**Run 1: metal 3**

Scale: 4 px per um.
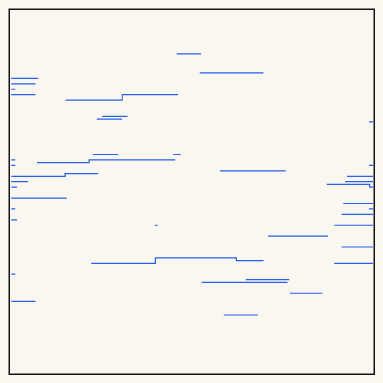
**Run 1: where the registers sit**

Scale: 6 px per um.
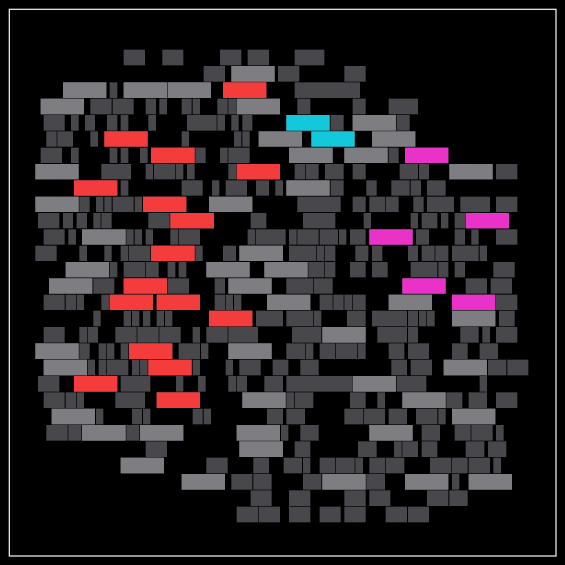
**Run 1: placement by cell class**

Scale: 3 px per um.
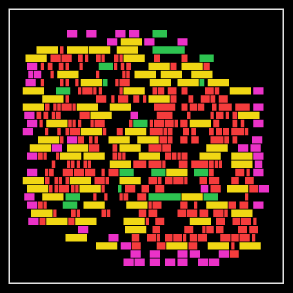
File: config.mk
export PLATFORM = sky130hd
export DESIGN_NAME = spi_slave_rx
export DESIGN_NICKNAME = d
export VERILOG_FILES = /design/src/rtl/spi_slave_rx.sv
export SDC_FILE = /design/constraint.sdc
export NUM_CORES = 1
export LEC_CHECK = 0
export CORE_MARGIN = 4
export CORE_UTILIZATION = 45
export DETAILED_ROUTE_END_ITERATION = 12
export GPL_TIMING_DRIVEN = 1
export PLACE_DENSITY_LB_ADDON = 0.3
export REMOVE_ABC_BUFFERS = 1
export SYNTH_ARGS = -nofsm -noshare
export SYNTH_HDL_FRONTEND = slang
export SYNTH_SLANG_ARGS = --single-unit
File: constraint.sdc
create_clock -name clk -period 3.45 [get_ports clk]
set_input_delay 0.5175 -clock clk [delete_from_list [all_inputs] [get_ports clk]]
set_output_delay 0.5175 -clock clk [all_outputs]
set_load 0.1 [all_outputs]
File: src/rtl/spi_slave_rx.sv
// SPI mode-0 receive slave with an MSB-first response shifter.
// sclk, cs_n and mosi are oversampled on clk through a synchronizer chain;
// received words are handed to the consumer through a valid/ready register.
module spi_slave_rx #(
    parameter int DATA_W      = 16,
    parameter int SYNC_STAGES = 2
) (
    input  logic                    clk,
    input  logic                    rst,
    input  logic                    sclk,
    input  logic                    cs_n,
    input  logic                    mosi,
    output logic                    miso,
    input  logic [DATA_W-1:0]       tx_data,
    output logic [DATA_W-1:0]       rx_data,
    output logic                    rx_valid,
    input  logic                    rx_ready,
    output logic                    overrun,
    output logic                    frame_err,
    output logic [$clog2(DATA_W):0] bit_count
);

    localparam int CNT_W = $clog2(DATA_W) + 1;
    localparam logic [CNT_W-1:0] LAST_BIT = CNT_W'(DATA_W - 1);

    typedef enum logic [1:0] {
        IDLE,
        SHIFT,
        HOLD
    } state_t;

    logic [SYNC_STAGES-1:0] sclk_sync_q;
    logic [SYNC_STAGES-1:0] cs_sync_q;
    logic [SYNC_STAGES-1:0] mosi_sync_q;
    logic [SYNC_STAGES-1:0] flush_q;
    logic                   sclk_prev_q;
    logic                   cs_prev_q;

    logic sclk_s;
    logic cs_s;
    logic mosi_s;
    logic sclk_rise;
    logic sclk_fall;
    logic cs_rise;
    logic cs_fall;

    state_t              state_q,     state_d;
    logic [DATA_W-1:0]   tx_q,        tx_d;
    logic [DATA_W-1:0]   rx_shift_q,  rx_shift_d;
    logic [CNT_W-1:0]    cnt_q,       cnt_d;
    logic [DATA_W-1:0]   rx_data_q,   rx_data_d;
    logic                rx_valid_q,  rx_valid_d;
    logic                overrun_q,   overrun_d;
    logic                frame_err_q, frame_err_d;
    logic                armed_q,     armed_d;

    // Synchronizer chains plus the extra copy used for edge detection.
    always_ff @(posedge clk) begin
        if (rst) begin
            sclk_sync_q <= '0;
            cs_sync_q   <= '1;
            mosi_sync_q <= '0;
            flush_q     <= '0;
            sclk_prev_q <= 1'b0;
            cs_prev_q   <= 1'b1;
        end else begin
            sclk_sync_q <= {sclk_sync_q[SYNC_STAGES-2:0], sclk};
            cs_sync_q   <= {cs_sync_q[SYNC_STAGES-2:0], cs_n};
            mosi_sync_q <= {mosi_sync_q[SYNC_STAGES-2:0], mosi};
            flush_q     <= {flush_q[SYNC_STAGES-2:0], 1'b1};
            sclk_prev_q <= sclk_s;
            cs_prev_q   <= cs_s;
        end
    end

    assign sclk_s    = sclk_sync_q[SYNC_STAGES-1];
    assign cs_s      = cs_sync_q[SYNC_STAGES-1];
    assign mosi_s    = mosi_sync_q[SYNC_STAGES-1];
    assign sclk_rise = sclk_s & ~sclk_prev_q;
    assign sclk_fall = ~sclk_s & sclk_prev_q;
    assign cs_rise   = cs_s & ~cs_prev_q;
    assign cs_fall   = ~cs_s & cs_prev_q;

    // State and datapath registers.
    always_ff @(posedge clk) begin
        if (rst) begin
            state_q     <= IDLE;
            tx_q        <= '0;
            rx_shift_q  <= '0;
            cnt_q       <= '0;
            rx_data_q   <= '0;
            rx_valid_q  <= 1'b0;
            overrun_q   <= 1'b0;
            frame_err_q <= 1'b0;
            armed_q     <= 1'b0;
        end else begin
            state_q     <= state_d;
            tx_q        <= tx_d;
            rx_shift_q  <= rx_shift_d;
            cnt_q       <= cnt_d;
            rx_data_q   <= rx_data_d;
            rx_valid_q  <= rx_valid_d;
            overrun_q   <= overrun_d;
            frame_err_q <= frame_err_d;
            armed_q     <= armed_d;
        end
    end

    // Next-state, shifting and handshake logic.
    always_comb begin
        state_d     = state_q;
        tx_d        = tx_q;
        rx_shift_d  = rx_shift_q;
        cnt_d       = cnt_q;
        rx_data_d   = rx_data_q;
        rx_valid_d  = rx_valid_q;
        overrun_d   = 1'b0;
        frame_err_d = 1'b0;
        // The synchronizer restarts at the idle level after reset, so a low
        // cs_n pin would look like a fresh falling edge; only accept frames
        // once the flushed chain has shown cs_n genuinely high.
        armed_d     = armed_q | (flush_q[SYNC_STAGES-1] & cs_s);

        if (rx_valid_q && rx_ready) begin
            rx_valid_d = 1'b0;
        end

        case (state_q)
            IDLE: begin
                if (cs_fall && armed_q) begin
                    state_d    = SHIFT;
                    tx_d       = tx_data;
                    rx_shift_d = '0;
                    cnt_d      = '0;
                end
            end
            SHIFT: begin
                if (cs_rise) begin
                    state_d    = IDLE;
                    frame_err_d = (cnt_q != '0);
                    cnt_d      = '0;
                    rx_shift_d = '0;
                end else begin
                    if (sclk_rise) begin
                        rx_shift_d = {rx_shift_q[DATA_W-2:0], mosi_s};
                        cnt_d      = cnt_q + 1'b1;
                        if (cnt_q == LAST_BIT) begin
                            state_d = HOLD;
                        end
                    end
                    // A falling edge with no bits counted follows a completed
                    // word: it presents the next word's MSB instead of shifting.
                    if (sclk_fall) begin
                        if (cnt_q == '0) begin
                            tx_d = tx_data;
                        end else begin
                            tx_d = {tx_q[DATA_W-2:0], 1'b0};
                        end
                    end
                end
            end
            HOLD: begin
                cnt_d = '0;
                if (!rx_valid_q || rx_ready) begin
                    rx_data_d  = rx_shift_q;
                    rx_valid_d = 1'b1;
                end else begin
                    overrun_d = 1'b1;
                end
                if (sclk_fall) begin
                    tx_d = {tx_q[DATA_W-2:0], 1'b0};
                end
                state_d = cs_rise ? IDLE : SHIFT;
            end
            default: begin
                state_d = IDLE;
            end
        endcase
    end

    assign miso      = (state_q != IDLE) & tx_q[DATA_W-1];
    assign rx_data   = rx_data_q;
    assign rx_valid  = rx_valid_q;
    assign overrun   = overrun_q;
    assign frame_err = frame_err_q;
    assign bit_count = cnt_q;

endmodule

==> tab_implementation.tex, run 1 <==
% Yosys + OpenROAD metrics
\begin{tabular}{lr}
\hline
Metric & Value \\
\hline
\multicolumn{2}{l}{\textbf{Outcome}} \\
\quad Result of the run & complete, no violations \\
\multicolumn{2}{l}{\textbf{Timing}} \\
\quad Final critical delay including setup and external delays & 2.46 ns \\
\quad Setup\_tns & 0 ns \\
\quad Fmax achieved & 407 MHz \\
\quad Clock skew & 0.00932 ns \\
\quad Relative max-transition margin & 0.337 \\
\quad Worst hold slack after final layout & 0.407 ns \\
\multicolumn{2}{l}{\textbf{Yosys}} \\
\quad Async set-reset flop share out of synthesis & 0 \\
\quad Synth top cells by count & sky130\_fd\_sc\_hd\_\_dfxtp\_1 (69), sky130\_fd\_sc\_hd\_\_nand2\_1 (69), sky130\_fd\_sc\_hd\_\_a21oi\_1 (26) \\
\quad Post-synthesis instance area & 3090 um\^{}2 \\
\quad XOR/XNOR share of the synthesized area & 0 \\
\quad Total number of yosys warnings & 0 \\
\quad Synth unique cells & 43 \\
\quad Proportion of synthesized chip area in sequential cells & 0.447 \\
\quad Number of enable flip-flop cells & 0 \\
\quad Cell taking the most area after synthesis & sky130\_fd\_sc\_hd\_\_dfxtp\_1 \\
\quad Area share of and/or/nand/nor cells after synthesis & 0.176 \\
\multicolumn{2}{l}{\textbf{Power and ir drop}} \\
\quad Internal power contribution & 1.42 mW \\
\quad Leakage component of the power & 1.34 nW \\
\quad Power after layout & 1.89 mW \\
\quad Sw power & 0.479 mW \\
\quad Power in the clock group & 0.742 mW \\
\multicolumn{2}{l}{\textbf{Floorplan}} \\
\quad Vertical extent of the die & 90.9 um \\
\quad Die Wd & 90.9 um \\
\quad Inserted tap cell count & 77 \\
\multicolumn{2}{l}{\textbf{Finish}} \\
\quad Number of signal-net buffers in the layout & 49 \\
\quad Antenna diode count & 0 \\
\quad Filler cells & 589 \\
\quad Most common logic cells in the final layout & sky130\_fd\_sc\_hd\_\_nand2\_1 (69), sky130\_fd\_sc\_hd\_\_dfxtp\_1 (69), sky130\_fd\_sc\_hd\_\_clkdlybuf4s50\_1 (44), sky130\_fd\_sc\_hd\_\_a21oi\_1 (26), sky130\_fd\_sc\_hd\_\_inv\_1 (22) \\
\quad Ratio of cells with drive above 1 in the final layout & 0.104 \\
\quad Layout clock buffers & 12 \\
\quad Fraction of standard cell area in multi-input logic & 0.385 \\
\quad Fraction of area in non-clock buffers & 0.129 \\
\quad Total area of multi-input combinational cells & 1420 um\^{}2 \\
\multicolumn{2}{l}{\textbf{Hold path}} \\
\quad Worst Hold Launch & cs\_sync\_q[0]\$\_SDFF\_PP1\_ \\
\quad Worst Hold Path Cells & 1 \\
\multicolumn{2}{l}{\textbf{Clock tree}} \\
\quad Late-Pin Clk Latency & 0.34 ns \\
\quad Clock root buffer & sky130\_fd\_sc\_hd\_\_clkbuf\_8 \\
\quad Clock Sink Count & 69 \\
\quad Post-CTS setup buffers & 0 \\
\multicolumn{2}{l}{\textbf{Global routing}} \\
\quad Number of global-route vias before repair & 2366 \\
\quad Global routing usage summed across all routing layers & 0.164 \\
\multicolumn{2}{l}{\textbf{Detailed routing}} \\
\quad Post-route ant nets & 0 \\
\quad Starting DRC count in detailed routing & 122 \\
\quad Detailed-route vias per instance & 5.43 \\
\multicolumn{2}{l}{\textbf{Worst setup path}} \\
\quad Last element of the critical path & bit\_count[3] \\
\quad Crit path buffers/inverters & 1 \\
\quad Cell Chain, Critical Path & clkdlybuf4s50\_1 \\
\quad Setup crit start & bit\_count[3]\$\_SDFFE\_PP0P\_ \\
\quad Reg-to-reg endpoint & tx\_q[0]\$\_SDFFE\_PP0P\_ \\
\quad Worst Reg2Reg Path Length in Cells & 6 \\
\multicolumn{2}{l}{\textbf{Place}} \\
\quad Setup slack after placement & 1.21 ns \\
\hline
\end{tabular}
-- 'metal 3' (at the start) --
The wires run mostly horizontal. The layer holds 5.5% of the routed length. The layer carries 366 um of wire.
met3 layer usage reported by global route: 0.0575
overall via count from detail_route: 2451

-- 'where the registers sit' (at the start) --
cs_sync_q: drawn in cyan, placed flops 2. rx_shift_q: drawn in red, placed flops 16. bit_count: drawn in magenta, placed flops 5, where east.
FF+latch area: 1380 um^2
share of cell area taken by flip-flops and latches: 0.375
power of the sequential group: 0.856 mW

-- 'placement by cell class' (at the start) --
flops: drawn in yellow, cells 69, share of their area 39%. other buffers and delay cells: drawn in magenta, cells 49, share of their area 13%. all other logic: drawn in red, cells 240, share of their area 42%. clock drivers and dummy loads: drawn in green, cells 16, share of their area 6.3%.
final non-filler cell area: 3680 um^2
standard-cell rows: 29
Finished Core Util: 0.567
core region area: 6490 um^2

**Run 1: cell outlines without signal wires**

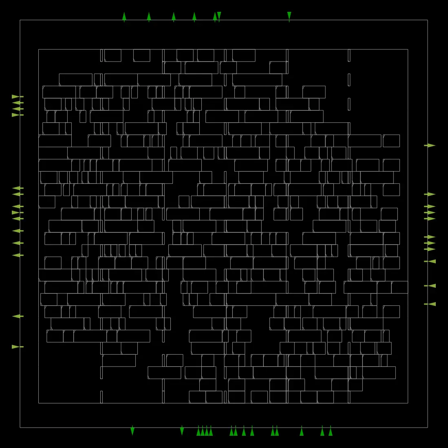

==> inputs of run 2 (changes only) <==
==> constraint.sdc (replaced) <==
create_clock -name clk -period 2.5 [get_ports clk]
set_input_delay 0.375 -clock clk [delete_from_list [all_inputs] [get_ports clk]]
set_output_delay 0.375 -clock clk [all_outputs]
set_load 0.1 [all_outputs]
**Run 2: cell outlines without signal wires**

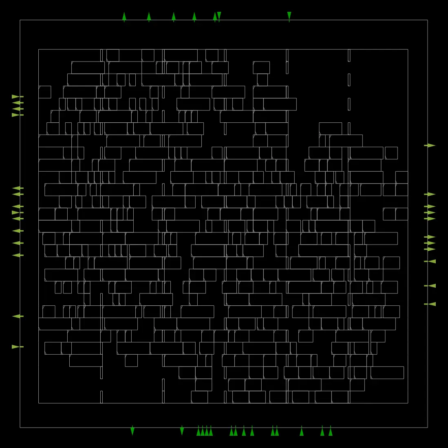
Finished Core Util: 0.557
non-filler cells in the finished layout: 453
share of cell area taken by flip-flops and latches: 0.382

**Run 2: where the registers sit**

Scale: 6 px per um.
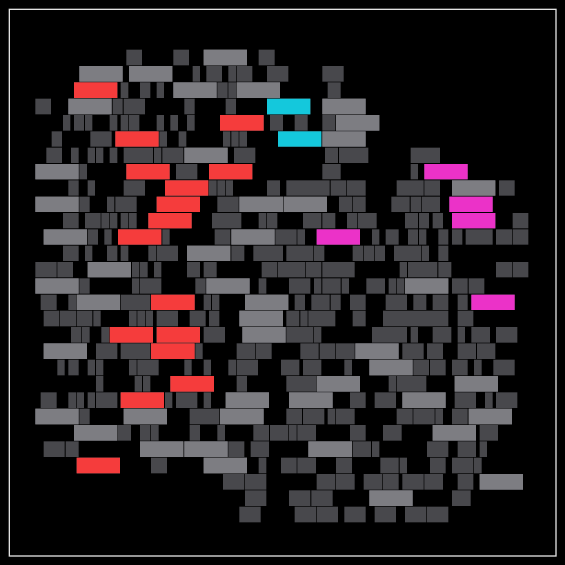
cs_sync_q: drawn in cyan, placed flops 2. bit_count: drawn in magenta, placed flops 5, where east. rx_shift_q: drawn in red, placed flops 16.
power of the sequential group: 1.18 mW

==> run 2 against run 1 <==
Effect of this change: non-clock buffer count rose by 2; utilization fell by 0.98 points; sequential share of layout area rose by 0.66 points; via count rose by 0.20%; register-to-register slack got worse by 0.79 ns; clock power rose by 26%; sequential power rose by 38%; die area did not move; total power rose by 34%; design area fell by 1.7%; global-route usage fell by 0.54 points; critical path type is now flop to flop.
==> tab_implementation.tex, run 2 <==
% Yosys + OpenROAD metrics
\begin{tabular}{lr}
\hline
Metric & Value \\
\hline
\multicolumn{2}{l}{\textbf{Clock tree}} \\
\quad Post-CTS setup buffers & 0 (unchanged) \\
\quad Late-Pin Clk Latency & 0.35 ns (was 0.34 ns) \\
\quad Clock Sink Count & 69 (unchanged) \\
\multicolumn{2}{l}{\textbf{Yosys}} \\
\quad XOR/XNOR share of the synthesized area & 0 (unchanged) \\
\quad Number of enable flip-flop cells & 0 (unchanged) \\
\quad Synth unique cells & 43 (unchanged) \\
\quad Area share of and/or/nand/nor cells after synthesis & 0.176 (unchanged) \\
\quad Cell taking the most area after synthesis & sky130\_fd\_sc\_hd\_\_dfxtp\_1 (unchanged) \\
\quad Top\_reg\_cell synth & sky130\_fd\_sc\_hd\_\_dfxtp\_1 (unchanged) \\
\quad Synth top cells by count & sky130\_fd\_sc\_hd\_\_dfxtp\_1 (69), sky130\_fd\_sc\_hd\_\_nand2\_1 (69), sky130\_fd\_sc\_hd\_\_a21oi\_1 (26) (unchanged) \\
\quad Total number of yosys warnings & 0 (unchanged) \\
\multicolumn{2}{l}{\textbf{Finish}} \\
\quad Ratio of cells with drive above 1 in the final layout & 0.176 (was 0.104) \\
\quad Fraction of standard cell area in multi-input logic & 0.392 (was 0.385) \\
\quad FF+latch area & 1380 um\^{}2 (unchanged) \\
\quad Fraction of area in non-clock buffers & 0.119 (was 0.129) \\
\quad Layout clock buffers & 10 (was 12) \\
\quad Antenna diode count & 0 (unchanged) \\
\quad Filler cells & 589 (unchanged) \\
\quad Number of signal-net buffers in the layout & 51 (was 49) \\
\multicolumn{2}{l}{\textbf{Power and ir drop}} \\
\quad Internal power contribution & 1.84 mW (was 1.42 mW) \\
\quad Leakage component of the power & 1.38 nW (was 1.34 nW) \\
\quad Power in the clock group & 0.934 mW (was 0.742 mW) \\
\quad Power after layout & 2.53 mW (was 1.89 mW) \\
\quad Switching part of the total power & 0.273 (was 0.253) \\
\multicolumn{2}{l}{\textbf{Floorplan}} \\
\quad Standard-cell rows & 29 (unchanged) \\
\quad Inserted tap cell count & 77 (unchanged) \\
\quad Core region area & 6490 um\^{}2 (unchanged) \\
\quad Die Wd & 90.9 um (unchanged) \\
\quad Vertical extent of the die & 90.9 um (unchanged) \\
\multicolumn{2}{l}{\textbf{Worst setup path}} \\
\quad Setup crit start & state\_q[0]\$\_SDFFE\_PP0P\_ (was bit\_count[3]\$\_SDFFE\_PP0P\_) \\
\quad Reg-to-reg endpoint & tx\_q[5]\$\_SDFFE\_PP0P\_ (was tx\_q[0]\$\_SDFFE\_PP0P\_) \\
\quad Cell Chain, Critical Path & inv\_1 > ha\_1 > a21o\_1 > nor3\_2 > buf\_4 > a211oi\_1 (was clkdlybuf4s50\_1) \\
\quad Worst Reg2Reg Path Length in Cells & 6 (unchanged) \\
\multicolumn{2}{l}{\textbf{Detailed routing}} \\
\quad Detailed-route vias per instance & 5.42 (was 5.43) \\
\quad Post-route ant nets & 0 (unchanged) \\
\quad Starting DRC count in detailed routing & 85 (was 122) \\
\multicolumn{2}{l}{\textbf{Timing}} \\
\quad Final critical delay including setup and external delays & 2.06 ns \\
\quad Setup\_tns & 0 ns (unchanged) \\
\quad Clock skew & 0.0136 ns (was 0.00932 ns) \\
\quad Fmax achieved & 486 MHz \\
\quad Worst hold slack after final layout & 0.428 ns (was 0.407 ns) \\
\multicolumn{2}{l}{\textbf{Hold path}} \\
\quad Worst Hold Path Cells & 1 (unchanged) \\
\quad Worst Hold Launch & cs\_sync\_q[0]\$\_SDFF\_PP1\_ (unchanged) \\
\multicolumn{2}{l}{\textbf{Global routing}} \\
\quad Number of global-route vias before repair & 2287 (was 2366) \\
\multicolumn{2}{l}{\textbf{Outcome}} \\
\quad Result of the run & complete, no violations (unchanged) \\
\hline
\end{tabular}
**Run 2: signal wires by layer**

Scale: 4 px per um. Two of the layers only.
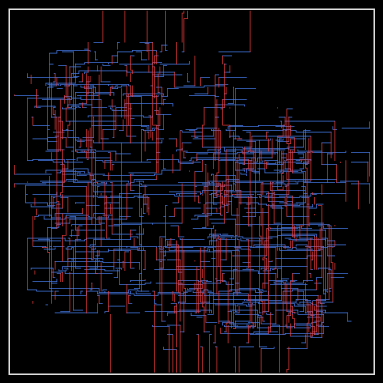
met1: drawn in blue, wire length 3130 um. met2: drawn in red, wire length 2970 um.
overall via count from detail_route: 2456
post-DR wirelength/cell: 14.4 um
Total Wirelength: 6520 um
global routing usage summed across all routing layers: 0.159

**Run 2: metal 3**

Scale: 4 px per um.
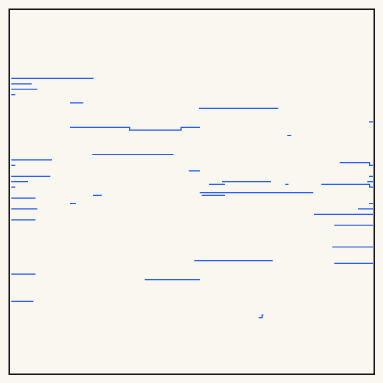

==> inputs of run 3 (changes only) <==
==> constraint.sdc (replaced) <==
create_clock -name clk -period 1.7 [get_ports clk]
set_input_delay 0.255 -clock clk [delete_from_list [all_inputs] [get_ports clk]]
set_output_delay 0.255 -clock clk [all_outputs]
set_load 0.1 [all_outputs]
**Run 3: metal 3**

Scale: 4 px per um.
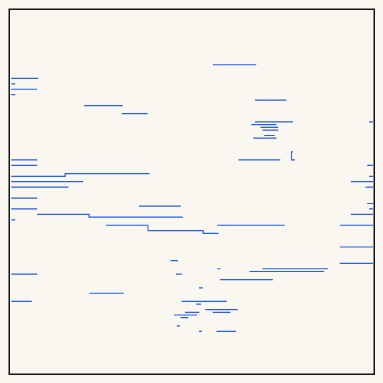
The wires run mostly horizontal. The layer holds 5.9% of the routed length. The layer carries 427 um of wire.
met3 layer usage reported by global route: 0.0508
Total Wirelength: 7250 um
overall via count from detail_route: 2603

**Run 3: placement by cell class**

Scale: 3 px per um.
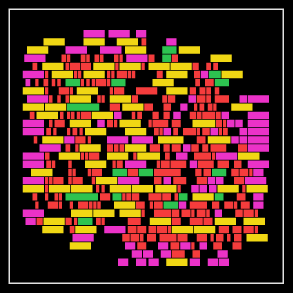
all other logic: drawn in red, cells 241, share of their area 38%. flops: drawn in yellow, cells 69, share of their area 33%. clock drivers and dummy loads: drawn in green, cells 16, share of their area 5.5%. other buffers and delay cells: drawn in magenta, cells 78, share of their area 24%.
final non-filler cell area: 4310 um^2
share of cell area taken by flip-flops and latches: 0.322
Finished Core Util: 0.664

==> run 3 against run 2 <==
Effect of this change: the run now ends with negative setup slack left; global-route usage rose by 2.7 points; hold slack got worse by 0.035 ns; clock-buffer cell count fell by 1; sequential share of layout area fell by 6.0 points; critical path type unchanged; largest cell class unchanged; largest power group unchanged.
==> tab_implementation.tex, run 3 <==
% Yosys + OpenROAD metrics
\begin{tabular}{lr}
\hline
Metric & Value \\
\hline
\multicolumn{2}{l}{\textbf{Outcome}} \\
\quad Result of the run & finished, violations left (was complete, no violations) \\
\quad Violated checks & negative setup slack \\
\multicolumn{2}{l}{\textbf{Global routing}} \\
\quad Global routing usage summed across all routing layers & 0.186 (was 0.159) \\
\quad Number of global-route vias before repair & 2687 (was 2287) \\
\multicolumn{2}{l}{\textbf{Worst setup path}} \\
\quad Crit path buffers/inverters & 1 (was 2) \\
\quad Last element of the critical path & tx\_q[14]\$\_SDFFE\_PP0P\_ (was tx\_q[5]\$\_SDFFE\_PP0P\_) \\
\quad Reg-to-reg endpoint & tx\_q[14]\$\_SDFFE\_PP0P\_ (was tx\_q[5]\$\_SDFFE\_PP0P\_) \\
\quad Setup crit start & bit\_count[0]\$\_SDFFE\_PP0P\_ (was state\_q[0]\$\_SDFFE\_PP0P\_) \\
\quad Worst Reg2Reg Path Length in Cells & 6 (unchanged) \\
\multicolumn{2}{l}{\textbf{Place}} \\
\quad Placement-stage cell area & 3980 um\^{}2 (was 3410 um\^{}2) \\
\multicolumn{2}{l}{\textbf{Finish}} \\
\quad Layout clock buffers & 9 (was 10) \\
\quad FF+latch area & 1390 um\^{}2 (was 1380 um\^{}2) \\
\quad Number of signal-net buffers in the layout & 78 (was 51) \\
\quad Most common logic cells in the final layout & sky130\_fd\_sc\_hd\_\_nand2\_1 (69), sky130\_fd\_sc\_hd\_\_dfxtp\_1 (65), sky130\_fd\_sc\_hd\_\_buf\_12 (30), sky130\_fd\_sc\_hd\_\_a21oi\_1 (26), sky130\_fd\_sc\_hd\_\_buf\_4 (26) (was sky130\_fd\_sc\_hd\_\_nand2\_1 (69), sky130\_fd\_sc\_hd\_\_dfxtp\_1 (69), sky130\_fd\_sc\_hd\_\_buf\_4 (30), sky130\_fd\_sc\_hd\_\_a21oi\_1 (26), sky130\_fd\_sc\_hd\_\_inv\_1 (22)) \\
\quad Fraction of area in non-clock buffers & 0.235 (was 0.119) \\
\quad Total area of multi-input combinational cells & 1500 um\^{}2 (was 1420 um\^{}2) \\
\quad Antenna diode count & 0 (unchanged) \\
\quad Ratio of cells with drive above 1 in the final layout & 0.272 (was 0.176) \\
\quad Fraction of standard cell area in multi-input logic & 0.347 (was 0.392) \\
\multicolumn{2}{l}{\textbf{Yosys}} \\
\quad Synth unique cells & 43 (unchanged) \\
\quad Total number of yosys warnings & 0 (unchanged) \\
\quad Proportion of synthesized chip area in sequential cells & 0.447 (unchanged) \\
\quad Top\_reg\_cell synth & sky130\_fd\_sc\_hd\_\_dfxtp\_1 (unchanged) \\
\quad XOR/XNOR share of the synthesized area & 0 (unchanged) \\
\quad Number of enable flip-flop cells & 0 (unchanged) \\
\quad Synth top cells by count & sky130\_fd\_sc\_hd\_\_dfxtp\_1 (69), sky130\_fd\_sc\_hd\_\_nand2\_1 (69), sky130\_fd\_sc\_hd\_\_a21oi\_1 (26) (unchanged) \\
\quad Post-synthesis instance area & 3090 um\^{}2 (unchanged) \\
\quad Cell taking the most area after synthesis & sky130\_fd\_sc\_hd\_\_dfxtp\_1 (unchanged) \\
\quad Area share of and/or/nand/nor cells after synthesis & 0.176 (unchanged) \\
\multicolumn{2}{l}{\textbf{Power and ir drop}} \\
\quad Leakage component of the power & 1.64 nW (was 1.38 nW) \\
\quad Sw power & 1.10 mW (was 0.692 mW) \\
\quad Switching part of the total power & 0.273 (about the same) \\
\quad Internal power contribution & 2.92 mW (was 1.84 mW) \\
\quad Power in the clock group & 1.52 mW (was 0.934 mW) \\
\quad Power after layout & 4.01 mW (was 2.53 mW) \\
\multicolumn{2}{l}{\textbf{Detailed routing}} \\
\quad Starting DRC count in detailed routing & 167 (was 85) \\
\quad Post-DR wirelength/cell & 15.1 um (was 14.4 um) \\
\quad Detailed-route vias per instance & 5.41 (was 5.42) \\
\quad Post-route ant nets & 0 (unchanged) \\
\multicolumn{2}{l}{\textbf{Timing}} \\
\quad Setup\_tns & -0.819 ns (was 0 ns) \\
\quad Fmax achieved & 558 MHz (was 486 MHz) \\
\quad Worst hold slack after final layout & 0.393 ns (was 0.428 ns) \\
\quad Final tally of setup violations & 17 (was 0) \\
\quad Clock skew & 0.0114 ns (was 0.0136 ns) \\
\quad Setup slack of the critical path after layout & -0.0909 ns (was 0.443 ns) \\
\multicolumn{2}{l}{\textbf{Floorplan}} \\
\quad Die Wd & 90.9 um (unchanged) \\
\quad Standard-cell rows & 29 (unchanged) \\
\quad Vertical extent of the die & 90.9 um (unchanged) \\
\quad Core region area & 6490 um\^{}2 (unchanged) \\
\multicolumn{2}{l}{\textbf{Clock tree}} \\
\quad Post-CTS setup buffers & 0 (unchanged) \\
\quad Late-Pin Clk Latency & 0.35 ns (about the same) \\
\quad Clock root buffer & sky130\_fd\_sc\_hd\_\_clkbuf\_8 (unchanged) \\
\multicolumn{2}{l}{\textbf{Hold path}} \\
\quad Worst Hold Path Cells & 3 (was 1) \\
\hline
\end{tabular}
**Run 3: cell outlines without signal wires**

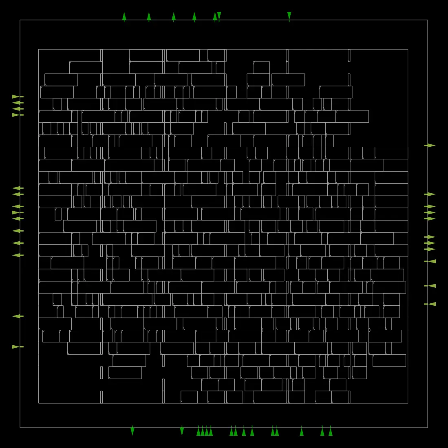
inserted tap cell count: 77
count of sequential standard cells: 69
non-filler cells in the finished layout: 481
Filler cells: 521

No activity file was given, so power comes from the tool's default toggle rates.
